===== src/rtl/serial_sub3.sv =====
// Bit-serial subtractor: D = A - B - BI computed LSB first, one bit per clock,
// with a start/busy/done handshake and results held between operations.
module serial_sub3 #(
    parameter int WIDTH = 3
) (
    input  logic             clk,
    input  logic             rst_n,
    input  logic             start,
    input  logic [WIDTH-1:0] A,
    input  logic [WIDTH-1:0] B,
    input  logic             BI,
    output logic [WIDTH-1:0] D,
    output logic             BO,
    output logic             busy,
    output logic             done
);

    localparam int CW = (WIDTH > 2) ? $clog2(WIDTH) : 1;
    localparam logic [CW-1:0] LAST = CW'(WIDTH - 1);

    typedef enum logic [1:0] {
        IDLE  = 2'd0,
        SHIFT = 2'd1,
        DONE  = 2'd2
    } state_t;

    state_t           state_q, state_d;
    logic [WIDTH-1:0] aSh_q, aSh_d;
    logic [WIDTH-1:0] bSh_q, bSh_d;
    logic [WIDTH-1:0] rSh_q, rSh_d;
    logic             br_q, br_d;
    logic [CW-1:0]    count_q, count_d;
    logic [WIDTH-1:0] D_q, D_d;
    logic             BO_q, BO_d;

    logic aBit, bBit, diffBit, brNext, lastBit;

    assign aBit    = aSh_q[0];
    assign bBit    = bSh_q[0];
    assign diffBit = aBit ^ bBit ^ br_q;
    assign brNext  = (~aBit & bBit) | (~(aBit ^ bBit) & br_q);
    assign lastBit = (state_q == SHIFT) && (count_q == LAST);

    always_ff @(posedge clk or negedge rst_n) begin
        if (!rst_n) begin
            state_q <= IDLE;
        end else begin
            state_q <= state_d;
        end
    end

    always_comb begin
        state_d = state_q;
        case (state_q)
            IDLE:    if (start) state_d = SHIFT;
            SHIFT:   if (lastBit) state_d = DONE;
            DONE:    state_d = IDLE;
            default: state_d = IDLE;
        endcase
    end

    always_comb begin
        busy = 1'b0;
        done = 1'b0;
        case (state_q)
            SHIFT:   busy = 1'b1;
            DONE:    done = 1'b1;
            default: ;
        endcase
    end

    // Operands are captured only on an accepted start; later input changes are ignored.
    always_comb begin
        aSh_d   = aSh_q;
        bSh_d   = bSh_q;
        rSh_d   = rSh_q;
        br_d    = br_q;
        count_d = count_q;
        D_d     = D_q;
        BO_d    = BO_q;
        case (state_q)
            IDLE: begin
                if (start) begin
                    aSh_d   = A;
                    bSh_d   = B;
                    br_d    = BI;
                    rSh_d   = '0;
                    count_d = '0;
                end
            end
            SHIFT: begin
                rSh_d   = {diffBit, rSh_q[WIDTH-1:1]};
                aSh_d   = aSh_q >> 1;
                bSh_d   = bSh_q >> 1;
                br_d    = brNext;
                count_d = count_q + CW'(1);
                if (lastBit) begin
                    D_d  = {diffBit, rSh_q[WIDTH-1:1]};
                    BO_d = brNext;
                end
            end
            default: ;
        endcase
    end

    always_ff @(posedge clk or negedge rst_n) begin
        if (!rst_n) begin
            aSh_q   <= '0;
            bSh_q   <= '0;
            rSh_q   <= '0;
            br_q    <= 1'b0;
            count_q <= '0;
            D_q     <= '0;
            BO_q    <= 1'b0;
        end else begin
            aSh_q   <= aSh_d;
            bSh_q   <= bSh_d;
            rSh_q   <= rSh_d;
            br_q    <= br_d;
            count_q <= count_d;
            D_q     <= D_d;
            BO_q    <= BO_d;
        end
    end

    assign D  = D_q;
    assign BO = BO_q;

endmodule


===== config.mk =====
export PLATFORM = sky130hd
export DESIGN_NAME = serial_sub3
export DESIGN_NICKNAME = d
export VERILOG_FILES = /design/src/rtl/serial_sub3.sv
export SDC_FILE = /design/constraint.sdc
export NUM_CORES = 1
export LEC_CHECK = 0
export ABC_AREA = 1
export CAP_MARGIN = 10
export CORE_MARGIN = 3
export CORE_UTILIZATION = 25
export CTS_CLUSTER_SIZE = 25
export DETAILED_ROUTE_END_ITERATION = 7
export PLACE_DENSITY = 0.47
export SYNTH_ARGS = -nofsm -noshare
export SYNTH_HDL_FRONTEND = slang
export SYNTH_SLANG_ARGS = --single-unit

===== constraint.sdc =====
create_clock -name clk -period 1.65 [get_ports clk]
set_input_delay 0.33 -clock clk [delete_from_list [all_inputs] [get_ports clk]]
set_output_delay 0.33 -clock clk [all_outputs]
set_load 0.005 [all_outputs]

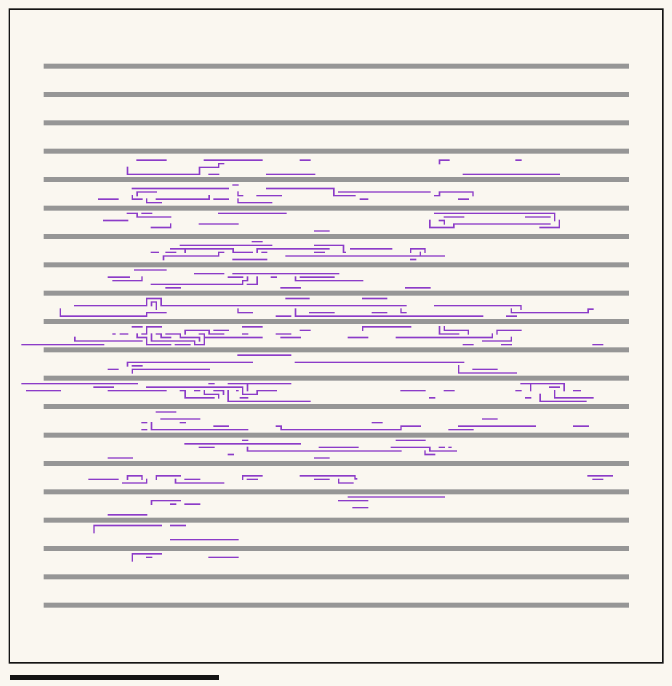
(metal 1)
Scale bar: 20 um. Supply wires on this layer in gray.
nets with wire on the layer	108
share of all routed wire	46%

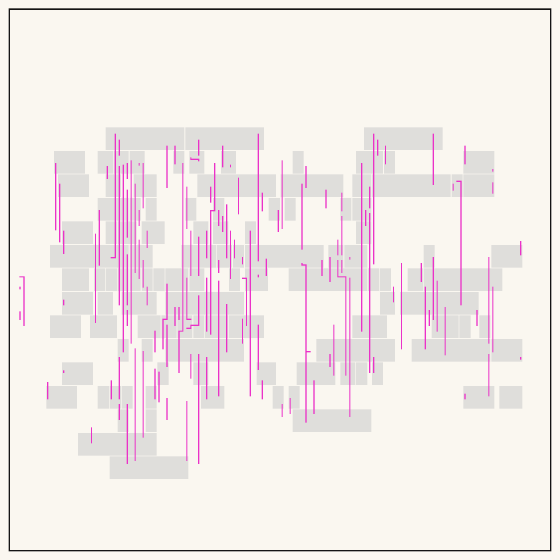
(signal wires on met2)
longest straight run	21.6 um
wire length on this layer	698 um
nets with wire on the layer	94
share of all routed wire	44%

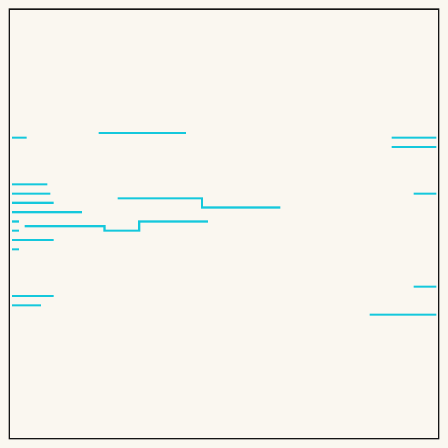
(M3 wires)
wire length on this layer	139 um
main direction	horizontal

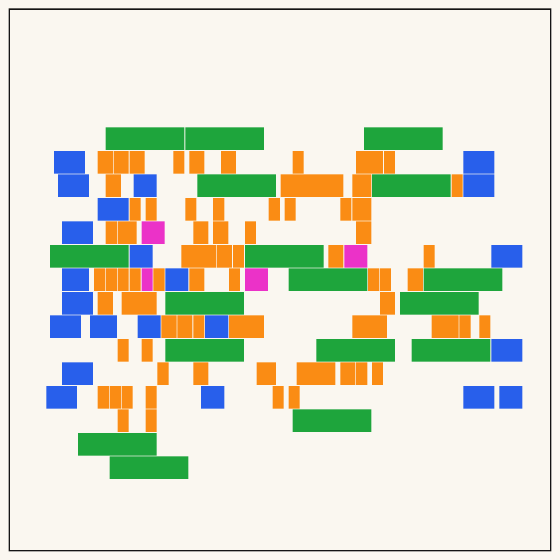
(placement by cell class)
color	class	cells	share of their area
orange	all other logic	70	36%
green	flip-flops	17	42%
blue	other buffers and delay cells	22	20%
magenta	clock drivers and dummy loads	4	2.6%

[worst register-to-register path, delay by kind of cell, from the launching register on]
kind          cells  cell delay, ns
buf+inv           4            0.40
flops             1            0.42
simple gates      4            0.35
[power by group through the flow]
stage               logic (mW)  clock network [mW]  registers, mW
floorplan                0.647                   0          0.694
global placement         0.934                   0          0.717
detailed placement       0.940                   0          0.717
CTS                       1.00               0.231          0.698
global route              1.13               0.250          0.722
finish                   0.983               0.223          0.697
[repair_timing]
item	in CTS	in global routing
setup endpoints to repair	2	0
buffers inserted	4	0
hold buffers	0	0
resized	2	0
[routing by layer]
layer,vias to the layer above,GRT usage (%)
li1,323,-
met1,289,12.30
met2,22,13.98
met3,2,4.137
met4,0,2.479
met5,-,0
==> run notes <==
Results of an implementation run.

The floorplan step defined a core boundary enclosing 2900 um2. The number of antenna violations at the first check in global routing was 0. Cell internal power was estimated by the tool at 1.149 mW.

The number of cells in the design after placement is approximately 150. The portion of synthesized area spent on multiplexers is 0%. For this run, the detailed router reports a per-instance via density of 4.103. The summed instance area of the synthesized netlist is between 700 and 800 um2. STA reports the tightest min-delay check as being of type in -> async. The share of cells above drive strength 1 is 20.35%. The maximum clock rate is 656.1 MHz. In the final layout, flip-flops and latches occupy 425.4 um2. The fraction of power consumed by sequential logic is between 30% and 40%. The stat command in Yosys gives a chip area of 798.3 um2. The maximum ir drop on the vdd rail is 0.8959 mV. Combinational logic burns between 50% and 60% of the power. The total number of placement rows is 19. The design draws 1.903 mW. The multi-input combinational cells in the finished layout cover a total of about 310 um2. Walking the worst path, the cells encountered are buf_4 -> inv_2 -> nor2_1 -> dlygate4sd2_1. The synthesized-area fraction occupied by adder cells is 4.075%. In the post-synthesis netlist, the cell with the most instances is sky130_fd_sc_hd__nand2_1.

Post-route period utilization is reported as 92.37%. The final hold slack is 0.3515 ns. The non-clock buffer area fraction after layout is 18.78%. TritonCTS built the clock tree. The number of cells on the critical path is 4. The worst-case reg-to-reg path depth is 8. The pin closest to its max-slew limit shows a slew of 0.2238 ns.

The all-layer global routing usage is 9.370%. Sequential cells placed in the final layout were counted as 17. The most common flop cell mapped by yosys is sky130_fd_sc_hd__dfrtp_1.

The longest incremental delay of any stage on the critical path is reported as 0.42 ns. The maximum clock path buffer count is 2. The script logs the mean routed wire length per placed instance as roughly 10 um. According to the tapcell log, the count of inserted taps is 42.

The aggregate routed wire length is 1587 um. The via count of the first global-routing pass is 612. According to the finish report, the design has a final net count of 126. The repair_antennas step left the layout with diodes totalling 0. The flop share of the area is 39.91%. The net count entering floorplan is 100.

The run finished with clean final reports. The count of nets left with antenna violations once routing finished came out at 0. Averaged over all synthesized cells, the footprint is 9.071 um2. The final timing report lists a hold violation count of 0. Of the total synthesized cell area, the portion taken by AND, OR, NAND and NOR gates is 29.62%.

STA classifies the critical path startpoint as a register. The placed cell area is between 1000 and 1500 um2. The most common logic cell in the final layout is sky130_fd_sc_hd__nand2_1. The later pin in the worst-skew pair is clocked with a latency of 0.29 ns.

Buffers inserted during clock tree synthesis total 3. The cell accounting for the most synthesized area is sky130_fd_sc_hd__dfrtp_1. The worst endpoint data arrival time is around 1.2 ns. The async set or reset register ratio after synthesis is 100.0%.

The number of iterations in the first detailed-routing pass is 4. For this run the detailed placement stage logged an HPWL of 1173 um. The worst setup path is captured at an output port. In this run the number of H-tree levels came out at 1.

The sum of overflow across all layers after global routing is 0. The post-route report lists met1 wire length as 737 um. For reference, the final report shows the max-slew violation count at 0.

The post-route core utilization is 36.76%. Per the summary, power density relative to cell area is 1785 nW/um2. The synthesized design contains 0 enable-type register cells.

In the final layout, excluding clock buffers the buffer count is 22. Counting the inverters off the clock network in the layout gives 13. The die outline area is 3907 um2. Across all checked pins, the minimum headroom to the slew limit is 85.08%.

The floorplan utilization is 27.52%. The final non-filler cell total is 155. The net switching fraction of the power is 39.60%. The total cells reported by yosys after synthesis is 88. The number of buffer and inverter stages on the critical path is 3.

The slack of the critical path is between 0.1 and 0.15 ns. The stage logs contain a warning count of 26. The worst setup slack before clock tree synthesis is about 0.23 ns. Per the OpenROAD power report, switching power amounts to 753.4 uW. The register clock-pin slew on the reported worst setup and hold paths is 0.10 ns.
No activity file was given, so power comes from the tool's default toggle rates.
